## config.mk

```make
export PLATFORM = sky130hd
export DESIGN_NAME = sdram_port_arbiter_flat
export DESIGN_NICKNAME = d
export VERILOG_FILES = /design/src/rtl/sdram_arb_pkg.sv /design/src/rtl/sdram_port_arbiter_if.sv /design/src/rtl/sdram_arb_tag_fifo.sv /design/src/rtl/sdram_port_arbiter.sv /design/src/flat_wrapper.sv
export SDC_FILE = /design/constraint.sdc
export NUM_CORES = 1
export LEC_CHECK = 0
export ABC_AREA = 1
export CORE_AREA = 2 2 115 117
export DETAILED_ROUTE_END_ITERATION = 10
export DIE_AREA = 0 0 117 119
export GPL_ROUTABILITY_DRIVEN = 0
export GPL_TIMING_DRIVEN = 0
export HOLD_SLACK_MARGIN = 0.05
export MAX_ROUTING_LAYER = met4
export SLEW_MARGIN = 10
export SYNTH_ARGS = -nofsm -noshare
export SYNTH_HDL_FRONTEND = slang
export SYNTH_SLANG_ARGS = --single-unit
export TNS_END_PERCENT = 1
```

## constraint.sdc

```tcl
create_clock -name clk -period 3.06 [get_ports clk]
set_clock_uncertainty 0.1 [all_clocks]
set_input_delay 0.765 -clock clk [delete_from_list [all_inputs] [get_ports clk]]
set_output_delay 0.765 -clock clk [all_outputs]
set_load 0.03 [all_outputs]
```

## src/rtl/sdram_arb_pkg.sv

```systemverilog
// Shared types and defaults for the SDRAM port arbiter.
//   master_id_t : identifies a master (0 = CPU data bridge, 1 = DMA engine)
//   DEF_*       : default address/data width and outstanding-read depth
package sdram_arb_pkg;

  typedef logic master_id_t;

  localparam master_id_t ID_CPU = 1'b0;
  localparam master_id_t ID_DMA = 1'b1;

  localparam int DEF_ADDR_W   = 25;
  localparam int DEF_DATA_W   = 32;
  localparam int DEF_MAX_PEND = 8;
  localparam int NUM_MASTERS  = 2;

endpackage

```

## src/rtl/sdram_port_arbiter_if.sv

```systemverilog
// Avalon-MM port bundle used for both master-side ports and the SDRAM
// controller slave port.
//   master modport : drives the command (address/read/write/writedata/
//                    byteenable), receives waitrequest/readdata/readdatavalid
//   slave modport  : the reverse view
// Handshake: a command is transferred in the cycle where read or write is
// high and waitrequest is low; while waitrequest is high the master holds the
// command unchanged. Read data returns later, one word per readdatavalid
// pulse, in the order the reads were accepted.
interface sdram_port_arbiter_if
  import sdram_arb_pkg::*;
#(
  parameter int ADDR_W = DEF_ADDR_W,
  parameter int DATA_W = DEF_DATA_W
) ();

  logic [ADDR_W-1:0]   address;
  logic                read;
  logic                write;
  logic [DATA_W-1:0]   writedata;
  logic [DATA_W/8-1:0] byteenable;
  logic                waitrequest;
  logic [DATA_W-1:0]   readdata;
  logic                readdatavalid;

  modport master (
    output address, read, write, writedata, byteenable,
    input  waitrequest, readdata, readdatavalid
  );

  modport slave (
    input  address, read, write, writedata, byteenable,
    output waitrequest, readdata, readdatavalid
  );

endinterface

```

## src/rtl/sdram_arb_tag_fifo.sv

```systemverilog
// Tag FIFO remembering which master issued each outstanding read.
//   clk, reset : clock, asynchronous active-high reset (empties the FIFO)
//   push       : write push_id at the tail (ignored when full)
//   pop        : drop the head entry (ignored when empty)
//   head       : oldest entry
//   count      : number of stored entries (0..DEPTH)
//   full/empty : count == DEPTH / count == 0
module sdram_arb_tag_fifo
  import sdram_arb_pkg::*;
#(
  parameter int DEPTH = DEF_MAX_PEND,
  localparam int PTR_W = $clog2(DEPTH),
  localparam int CNT_W = PTR_W + 1
) (
  input  logic             clk,
  input  logic             reset,
  input  logic             push,
  input  master_id_t       push_id,
  input  logic             pop,
  output master_id_t       head,
  output logic [CNT_W-1:0] count,
  output logic             full,
  output logic             empty
);

  master_id_t       mem [DEPTH];
  logic [PTR_W-1:0] wr_ptr;
  logic [PTR_W-1:0] rd_ptr;
  logic             do_push;
  logic             do_pop;

  assign full    = (count == CNT_W'(DEPTH));
  assign empty   = (count == '0);
  assign do_push = push && !full;
  assign do_pop  = pop && !empty;
  assign head    = mem[rd_ptr];

  // DEPTH is a power of two, so the pointers wrap on their own.
  always_ff @(posedge clk or posedge reset) begin
    if (reset) begin
      wr_ptr <= '0;
      rd_ptr <= '0;
      count  <= '0;
    end else begin
      if (do_push) wr_ptr <= wr_ptr + 1'b1;
      if (do_pop)  rd_ptr <= rd_ptr + 1'b1;
      count <= count + CNT_W'(do_push) - CNT_W'(do_pop);
    end
  end

  always_ff @(posedge clk) begin
    if (do_push) mem[wr_ptr] <= push_id;
  end

endmodule

```

## src/rtl/sdram_port_arbiter.sv

```systemverilog
// Two-master Avalon-MM arbiter in front of the SDRAM controller slave.
//   clk, reset : system clock, asynchronous active-high reset
//   m0         : CPU data bridge port (slave view)
//   m1         : DMA engine port (slave view)
//   s          : SDRAM controller port (master view)
//   err_stray  : sticky, read data arrived with no read outstanding
//   pend_count : outstanding reads
// Command path is combinational; read returns are steered by a tag FIFO.
// Build option SDRAM_ARB_FIXED_PRIO_EN: master 0 always wins contention
// (a stalled grant stays locked); otherwise grants alternate round-robin.
module sdram_port_arbiter
  import sdram_arb_pkg::*;
#(
  parameter int ADDR_W   = DEF_ADDR_W,
  parameter int DATA_W   = DEF_DATA_W,
  parameter int MAX_PEND = DEF_MAX_PEND,
  localparam int CNT_W   = $clog2(MAX_PEND) + 1
) (
  input  logic                    clk,
  input  logic                    reset,
  sdram_port_arbiter_if.slave     m0,
  sdram_port_arbiter_if.slave     m1,
  sdram_port_arbiter_if.master    s,
  output logic                    err_stray,
  output logic [CNT_W-1:0]        pend_count
);

  logic       req0, req1, elig0, elig1;
  logic       gnt_valid;
  master_id_t gnt_id;
  logic       lock;
  master_id_t lock_id;
  master_id_t rr_prio;
  logic       accept, push, pop;
  logic       fifo_full, fifo_empty;
  master_id_t fifo_head;

  assign req0  = m0.read | m0.write;
  assign req1  = m1.read | m1.write;
  // Full blocks reads only, and uses the count before any same-cycle pop.
  assign elig0 = m0.write | (m0.read & !fifo_full);
  assign elig1 = m1.write | (m1.read & !fifo_full);

  always_comb begin
    gnt_valid = 1'b0;
    gnt_id    = ID_CPU;
    if (reset) begin
      gnt_valid = 1'b0;
    end else if (lock) begin
      gnt_id    = lock_id;
      gnt_valid = (lock_id == ID_DMA) ? req1 : req0;
    end else if (elig0 && elig1) begin
      gnt_valid = 1'b1;
      gnt_id    = rr_prio;
    end else if (elig0) begin
      gnt_valid = 1'b1;
    end else if (elig1) begin
      gnt_valid = 1'b1;
      gnt_id    = ID_DMA;
    end
  end

  // Command mux; everything zero when idle.
  always_comb begin
    s.address    = '0;
    s.read       = 1'b0;
    s.write      = 1'b0;
    s.writedata  = '0;
    s.byteenable = '0;
    if (gnt_valid) begin
      if (gnt_id == ID_DMA) begin
        s.address    = m1.address;
        s.read       = m1.read;
        s.write      = m1.write;
        s.writedata  = m1.writedata;
        s.byteenable = m1.byteenable;
      end else begin
        s.address    = m0.address;
        s.read       = m0.read;
        s.write      = m0.write;
        s.writedata  = m0.writedata;
        s.byteenable = m0.byteenable;
      end
    end
  end

  assign m0.waitrequest = !(gnt_valid && gnt_id == ID_CPU) | s.waitrequest;
  assign m1.waitrequest = !(gnt_valid && gnt_id == ID_DMA) | s.waitrequest;

  assign accept = gnt_valid & !s.waitrequest;
  assign push   = accept & s.read;
  // A return with nothing outstanding is not popped and routed nowhere.
  assign pop    = s.readdatavalid & !fifo_empty & !reset;

  assign m0.readdata      = s.readdata;
  assign m1.readdata      = s.readdata;
  assign m0.readdatavalid = pop & (fifo_head == ID_CPU);
  assign m1.readdatavalid = pop & (fifo_head == ID_DMA);

  // Lock holds whenever the granted command is stalled, so the grant cannot
  // move mid-stall; it drops on accept (or if the request vanishes).
  always_ff @(posedge clk or posedge reset) begin
    if (reset) begin
      lock      <= 1'b0;
      lock_id   <= ID_CPU;
      err_stray <= 1'b0;
    end else begin
      lock    <= gnt_valid & s.waitrequest;
      lock_id <= gnt_id;
      if (s.readdatavalid && fifo_empty) err_stray <= 1'b1;
    end
  end

`ifdef SDRAM_ARB_FIXED_PRIO_EN
  assign rr_prio = ID_CPU;
`else
  always_ff @(posedge clk or posedge reset) begin
    if (reset) rr_prio <= ID_CPU;
    else if (accept) rr_prio <= ~gnt_id;
  end
`endif

  sdram_arb_tag_fifo #(.DEPTH(MAX_PEND)) u_tag_fifo (
    .clk     (clk),
    .reset   (reset),
    .push    (push),
    .push_id (gnt_id),
    .pop     (pop),
    .head    (fifo_head),
    .count   (pend_count),
    .full    (fifo_full),
    .empty   (fifo_empty)
  );

endmodule

```

## src/flat_wrapper.sv

```systemverilog
// flat-port wrapper written by rule: the top's interface ports become plain ports
module sdram_port_arbiter_flat import sdram_arb_pkg::*;
#(
  parameter int ADDR_W   = DEF_ADDR_W,
  parameter int DATA_W   = DEF_DATA_W,
  parameter int MAX_PEND = DEF_MAX_PEND,
  localparam int CNT_W   = $clog2(MAX_PEND) + 1
)
  (clk, reset, err_stray, pend_count, m0_address, m0_read, m0_write, m0_writedata, m0_byteenable, m0_waitrequest, m0_readdata, m0_readdatavalid, m1_address, m1_read, m1_write, m1_writedata, m1_byteenable, m1_waitrequest, m1_readdata, m1_readdatavalid, s_address, s_read, s_write, s_writedata, s_byteenable, s_waitrequest, s_readdata, s_readdatavalid);
  sdram_port_arbiter_if #(.ADDR_W(ADDR_W), .DATA_W(DATA_W)) m0_i ();
  sdram_port_arbiter_if #(.ADDR_W(ADDR_W), .DATA_W(DATA_W)) m1_i ();
  sdram_port_arbiter_if #(.ADDR_W(ADDR_W), .DATA_W(DATA_W)) s_i ();
  input  logic clk;
  input  logic reset;
  output logic err_stray;
  output logic [CNT_W-1:0] pend_count;
  input wire logic [$bits(m0_i.address)-1:0] m0_address;
  input wire logic [$bits(m0_i.read)-1:0] m0_read;
  input wire logic [$bits(m0_i.write)-1:0] m0_write;
  input wire logic [$bits(m0_i.writedata)-1:0] m0_writedata;
  input wire logic [$bits(m0_i.byteenable)-1:0] m0_byteenable;
  output wire logic [$bits(m0_i.waitrequest)-1:0] m0_waitrequest;
  output wire logic [$bits(m0_i.readdata)-1:0] m0_readdata;
  output wire logic [$bits(m0_i.readdatavalid)-1:0] m0_readdatavalid;
  input wire logic [$bits(m1_i.address)-1:0] m1_address;
  input wire logic [$bits(m1_i.read)-1:0] m1_read;
  input wire logic [$bits(m1_i.write)-1:0] m1_write;
  input wire logic [$bits(m1_i.writedata)-1:0] m1_writedata;
  input wire logic [$bits(m1_i.byteenable)-1:0] m1_byteenable;
  output wire logic [$bits(m1_i.waitrequest)-1:0] m1_waitrequest;
  output wire logic [$bits(m1_i.readdata)-1:0] m1_readdata;
  output wire logic [$bits(m1_i.readdatavalid)-1:0] m1_readdatavalid;
  output wire logic [$bits(s_i.address)-1:0] s_address;
  output wire logic [$bits(s_i.read)-1:0] s_read;
  output wire logic [$bits(s_i.write)-1:0] s_write;
  output wire logic [$bits(s_i.writedata)-1:0] s_writedata;
  output wire logic [$bits(s_i.byteenable)-1:0] s_byteenable;
  input wire logic [$bits(s_i.waitrequest)-1:0] s_waitrequest;
  input wire logic [$bits(s_i.readdata)-1:0] s_readdata;
  input wire logic [$bits(s_i.readdatavalid)-1:0] s_readdatavalid;
  assign m0_i.address = m0_address;
  assign m0_i.read = m0_read;
  assign m0_i.write = m0_write;
  assign m0_i.writedata = m0_writedata;
  assign m0_i.byteenable = m0_byteenable;
  assign m0_waitrequest = m0_i.waitrequest;
  assign m0_readdata = m0_i.readdata;
  assign m0_readdatavalid = m0_i.readdatavalid;
  assign m1_i.address = m1_address;
  assign m1_i.read = m1_read;
  assign m1_i.write = m1_write;
  assign m1_i.writedata = m1_writedata;
  assign m1_i.byteenable = m1_byteenable;
  assign m1_waitrequest = m1_i.waitrequest;
  assign m1_readdata = m1_i.readdata;
  assign m1_readdatavalid = m1_i.readdatavalid;
  assign s_address = s_i.address;
  assign s_read = s_i.read;
  assign s_write = s_i.write;
  assign s_writedata = s_i.writedata;
  assign s_byteenable = s_i.byteenable;
  assign s_i.waitrequest = s_waitrequest;
  assign s_i.readdata = s_readdata;
  assign s_i.readdatavalid = s_readdatavalid;
  sdram_port_arbiter #(.ADDR_W(ADDR_W), .DATA_W(DATA_W), .MAX_PEND(MAX_PEND)) u_core (.clk(clk), .reset(reset), .m0(m0_i), .m1(m1_i), .s(s_i), .err_stray(err_stray), .pend_count(pend_count));
endmodule
```

### Routed clock nets over the placement

Scale bar: 20 µm.
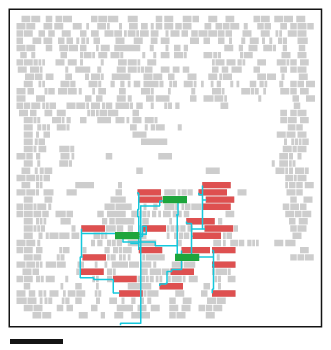
- clock wires: cyan (length 300 µm)
- clock-net drivers: green (count 3)
- flip-flops: red (count 22)
- routed clock nets: 4

### Metal 3

Scale bar: 20 µm.
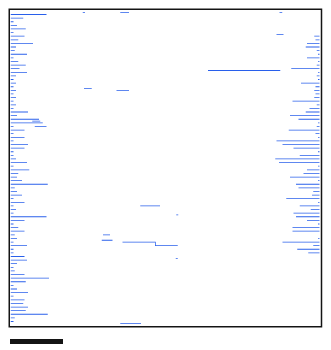
- longest straight run: 26.9 µm
- main direction: horizontal
- share of all routed wire: 5.7%

==> summary.txt <==
fresh numbers from the pnr run: status=complete, no violations, final setup TNS=0 ps, Logic cell area=1560 µm², internal power=1.48 mW, Post-synth top flop=dfrtp_1, DRC Markers=0, Synth top cells by count=nand2_1 (144), buf_4 (64), a21oi_1 (63), inv_1 (20), nand3_1 (16), GR Util met3=1.78%, CTS buffer count=3, # rows=42, Post-synth EDFFs=8, combinational power=1.82 mW, Top pwr grp=combinational logic, Seq/Total Area, Yosys=21.9%, Logic Gate Count=279, YS chip area=2700 µm², yosys xor share=1.62%, worst hold path cell count=1, Total Routed Length=12300 µm, fill cell count=1325, Non-clock buffers=357, met3 WL post-DR=702 µm, CTS max path bufs=2, area post-placement=5580 µm², stages on the worst setup path=9, type of the worst setup path=input port to primary output, Vias/cell=4.15, design area=5910 µm², PnR Total Power=2.67 mW, OpenROAD warnings=29, Sequential Power Share=18.4%, ant diodes=0, Post-DP HPWL=10300 µm, Largest area class, layout=non-clock buffers, buffer count from post-CTS setup fixing=3, tap cell count=176, Startpoint Class=input port
Power and IR drop assume default switching activity.
